<file path="src/rtl/reg_word_serializer.sv">
// rtl/reg_word_serializer.sv - parallel word to bit-serial stream with valid/ready/last
// Optional parity beat after the data beats: define SERIALIZER_PARITY_EN.
module reg_word_serializer #(
    parameter int WIDTH     = 32,
    parameter bit MSB_FIRST = 1'b0
) (
    input  logic             clk,
    input  logic             rst_n,
    input  logic             load_valid,
    input  logic [WIDTH-1:0] load_data,
    output logic             load_ready,
    output logic             ser_valid,
    output logic             ser_out,
    output logic             ser_last,
    input  logic             ser_ready,
    output logic             busy
);

    localparam int             CW   = $clog2(WIDTH);
    localparam logic [CW-1:0]  LAST = CW'(WIDTH - 1);

`ifdef SERIALIZER_PARITY_EN
    typedef enum logic [1:0] {IDLE, SHIFT, PAR} state_t;
    logic r_par;
`else
    typedef enum logic [1:0] {IDLE, SHIFT} state_t;
`endif

    state_t           r_state;
    state_t           w_state_nxt;
    logic [WIDTH-1:0] r_shift;
    logic [CW-1:0]    r_cnt;
    logic             r_init;
    logic             w_load;
    logic             w_step;
    logic             w_cnt_last;

    // r_init keeps load_ready low until the first edge after reset release
    always_ff @(posedge clk or negedge rst_n) begin
        if (!rst_n) begin
            r_state <= IDLE;
            r_init  <= 1'b0;
        end else begin
            r_state <= w_state_nxt;
            r_init  <= 1'b1;
        end
    end

    always_comb begin
        w_state_nxt = r_state;
        w_cnt_last  = (r_cnt == LAST);
        w_load      = 1'b0;
        w_step      = 1'b0;
        load_ready  = 1'b0;
        ser_valid   = 1'b0;
        ser_out     = 1'b0;
        ser_last    = 1'b0;
        busy        = 1'b0;
        case (r_state)
            IDLE: begin
                load_ready = r_init;
                w_load     = r_init & load_valid;
                if (w_load) begin
                    w_state_nxt = SHIFT;
                end
            end
            SHIFT: begin
                busy      = 1'b1;
                ser_valid = 1'b1;
                ser_out   = MSB_FIRST ? r_shift[WIDTH-1] : r_shift[0];
                w_step    = ser_ready;
`ifdef SERIALIZER_PARITY_EN
                if (ser_ready && w_cnt_last) begin
                    w_state_nxt = PAR;
                end
`else
                ser_last = w_cnt_last;
                if (ser_ready && w_cnt_last) begin
                    w_state_nxt = IDLE;
                end
`endif
            end
`ifdef SERIALIZER_PARITY_EN
            PAR: begin
                busy      = 1'b1;
                ser_valid = 1'b1;
                ser_out   = r_par;
                ser_last  = 1'b1;
                if (ser_ready) begin
                    w_state_nxt = IDLE;
                end
            end
`endif
            default: w_state_nxt = IDLE;
        endcase
    end

    // Counter saturates at LAST; a new load is the only thing that clears it
    always_ff @(posedge clk or negedge rst_n) begin
        if (!rst_n) begin
            r_shift <= '0;
            r_cnt   <= '0;
`ifdef SERIALIZER_PARITY_EN
            r_par   <= 1'b0;
`endif
        end else if (w_load) begin
            r_shift <= load_data;
            r_cnt   <= '0;
`ifdef SERIALIZER_PARITY_EN
            r_par   <= ^load_data;
`endif
        end else if (w_step) begin
            r_shift <= MSB_FIRST ? {r_shift[WIDTH-2:0], 1'b0} : {1'b0, r_shift[WIDTH-1:1]};
            if (!w_cnt_last) begin
                r_cnt <= r_cnt + 1'b1;
            end
        end
    end

endmodule

</file>
<file path="config.mk">
export PLATFORM = sky130hd
export DESIGN_NAME = reg_word_serializer
export DESIGN_NICKNAME = d
export VERILOG_FILES = /design/src/rtl/reg_word_serializer.sv
export SDC_FILE = /design/constraint.sdc
export NUM_CORES = 1
export LEC_CHECK = 0
export CORE_ASPECT_RATIO = 1.75
export CORE_UTILIZATION = 41
export DETAILED_ROUTE_END_ITERATION = 12
export PLACE_DENSITY_LB_ADDON = 0.25
export SLEW_MARGIN = 20
export SYNTH_ARGS = -nofsm -noshare
export SYNTH_HDL_FRONTEND = slang
export SYNTH_SLANG_ARGS = --single-unit
</file>
<file path="constraint.sdc">
create_clock -name clk -period 1.8 [get_ports clk]
set_clock_uncertainty 0.05 [all_clocks]
set_input_delay 0.27 -clock clk [delete_from_list [all_inputs] [get_ports clk]]
set_output_delay 0.27 -clock clk [all_outputs]
set_load 0.005 [all_outputs]
</file>
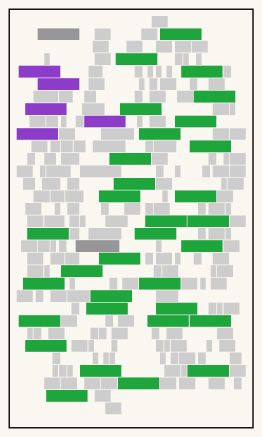
(where the registers sit)
Other sequential cells in the stronger grey, the rest of the logic in the fainter grey.
| signal | colour | sequential cells | where |
|---|---|---|---|
| `r_shift` | green | 32 | widely spread |
| `r_cnt` | purple | 5 | north-west |
Core Util, Final: 56.2%
sequential group power: 1.48 mW

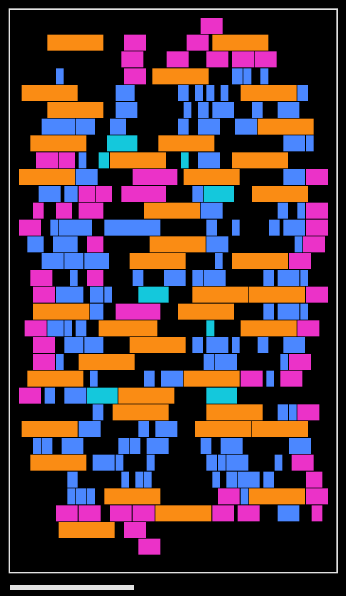
(placed cells, one colour a class)
Scale bar: 20 um.
| class | colour | cells | share of their area |
|---|---|---|---|
| clock drivers and dummy loads | cyan | 8 | 3.4% |
| all other logic | blue | 119 | 34% |
| flops | orange | 39 | 41% |
| other buffers and delay cells | magenta | 52 | 22% |
num rows: 32
CORE AREA: 4360 um2
Seq area share: 39.9%
post-route cell area: 2450 um2

==> results_dict.tcl <==
# flow metrics
set metrics [dict create \
    status "completed" \
    grt_max_degree 43 \
    ys_sh_simple_pct 12.7 \
    ys_async_sr_fraction_pct 100 \
    top_cell_area_share_pct 52.6 \
    log.warning_count 27 \
    period_used_pct 99.6 \
    p_int_mw 2.00 \
    vias 1389 \
    routedLengthMet1_mm 1.50 \
    setup_viol 0 \
    drt-initial-drc-count 32 \
    antenna_found_initial 0 \
    initCoreUtil_pct 42.5 \
    cpMaxStageDelayCell "dfrtp_1" \
    cp.arrival_ps 1910 \
    cp_cell_sequence "ha_2, and3_4, ha_4, buf_6, and3b_4, nor2_4, mux2_4" \
    dieWidth_um 52.8 \
    crit_path_end_kind "register" \
    adder_share_pct 1.35 \
    vdd_drop_max_mv 0.710 \
    cts_hold_buf 1 \
    fmax_mhz 558 \
    critPathMaxFanout 4 \
    wl_met3_um 174 \
    wl_per_cell_um 14.2 \
    htree_levels 2 \
    tritoncts "done" \
    syn_inst 170 \
    maxCapViolations 0 \
    routed.top_layer "met4" \
    port_buffers 40 \
    crit_family "simple AND/OR/NAND/NOR gates" \
    place_hpwl_mm 2.59 \
    ys_area_um2 1850 \
    dieHeight_um 91.0 \
    grt_pass1_vias 1422 \
    synth.most_common_cell "dfrtp_1" \
    ys_top_logic_family "multiplexers" \
    yosysTopAreaCell "dfrtp_1" \
    finalPower_mw 2.87 \
    syn_area_per_cell_um2 10.9 \
    final.setup.tns_ps 0 \
    drv_slew 0 \
    drt_drc_violations_left 0 \
    numCtsBuffers 5 \
    wirelength_mm 3.81 \
    grt.met1_usage_pct 19.5 \
    common_cells "dfrtp_1 (39), nand2_1 (34), mux2i_1 (30), o21ai_0 (27), buf_6 (6)" \
    p_per_area_nw_per_um2 1170 \
    power_frac_seq_pct 51.7 \
    ys_cells 170 \
    postPlaceCellArea_um2 2310 \
    clk_pin_slew_ps 70 \
    worstPathRequired_ps 1920 \
    gp_congestion 0.698 \
    ys.flop_type "dfrtp_1" \
    dieArea_um2 4810 \
    pwr-share-comb_pct 28.6 \
    place_inst 258 \
    io_pins 41 \
    numSynthFlops 39 \
    syn-num-nets 208 \
    edf_count 0 \
    dr.pass1.iters 4 \
    rsz0062_at_grt "true" \
    final_layout_size_suffix_gt1_share_pct 15.1 \
    cp-start-kind "register" \
    final_hold_viol_count 0 \
    power_leakage_nw 1.11 \
]
-- registers in the layout (all words and copies together), names as in the netlist --
| signal | flops |
|---|---|
| r_shift | 32 |
| r_state | 1 |
| r_cnt | 5 |
| r_init | 1 |
-- area by class of cell --
class	count	share of cell area, %
flip-flops and latches	39	39.9
repair buffers	52	21.4
clock inverters	1	0.204
well taps	51	2.60
multi-input cells	119	32.8
clock buffers	7	3.11
-- final timing paths --
kind	startpoint	depth (start not counted)	endpoint	slack (ps)
setup / recovery	r_cnt[0]	7	r_cnt[0]	8
setup reg to reg	r_cnt[0]	7	r_cnt[0]	8
max in group asynchronous	rst_n	3	r_state[0]	830
min in group asynchronous	rst_n	3	r_shift[11]	510
hold / removal	r_shift[0]	2	r_shift[0]	450
hold reg to reg	r_shift[0]	2	r_shift[0]	450
Power is estimated from default activity; no workload was simulated.
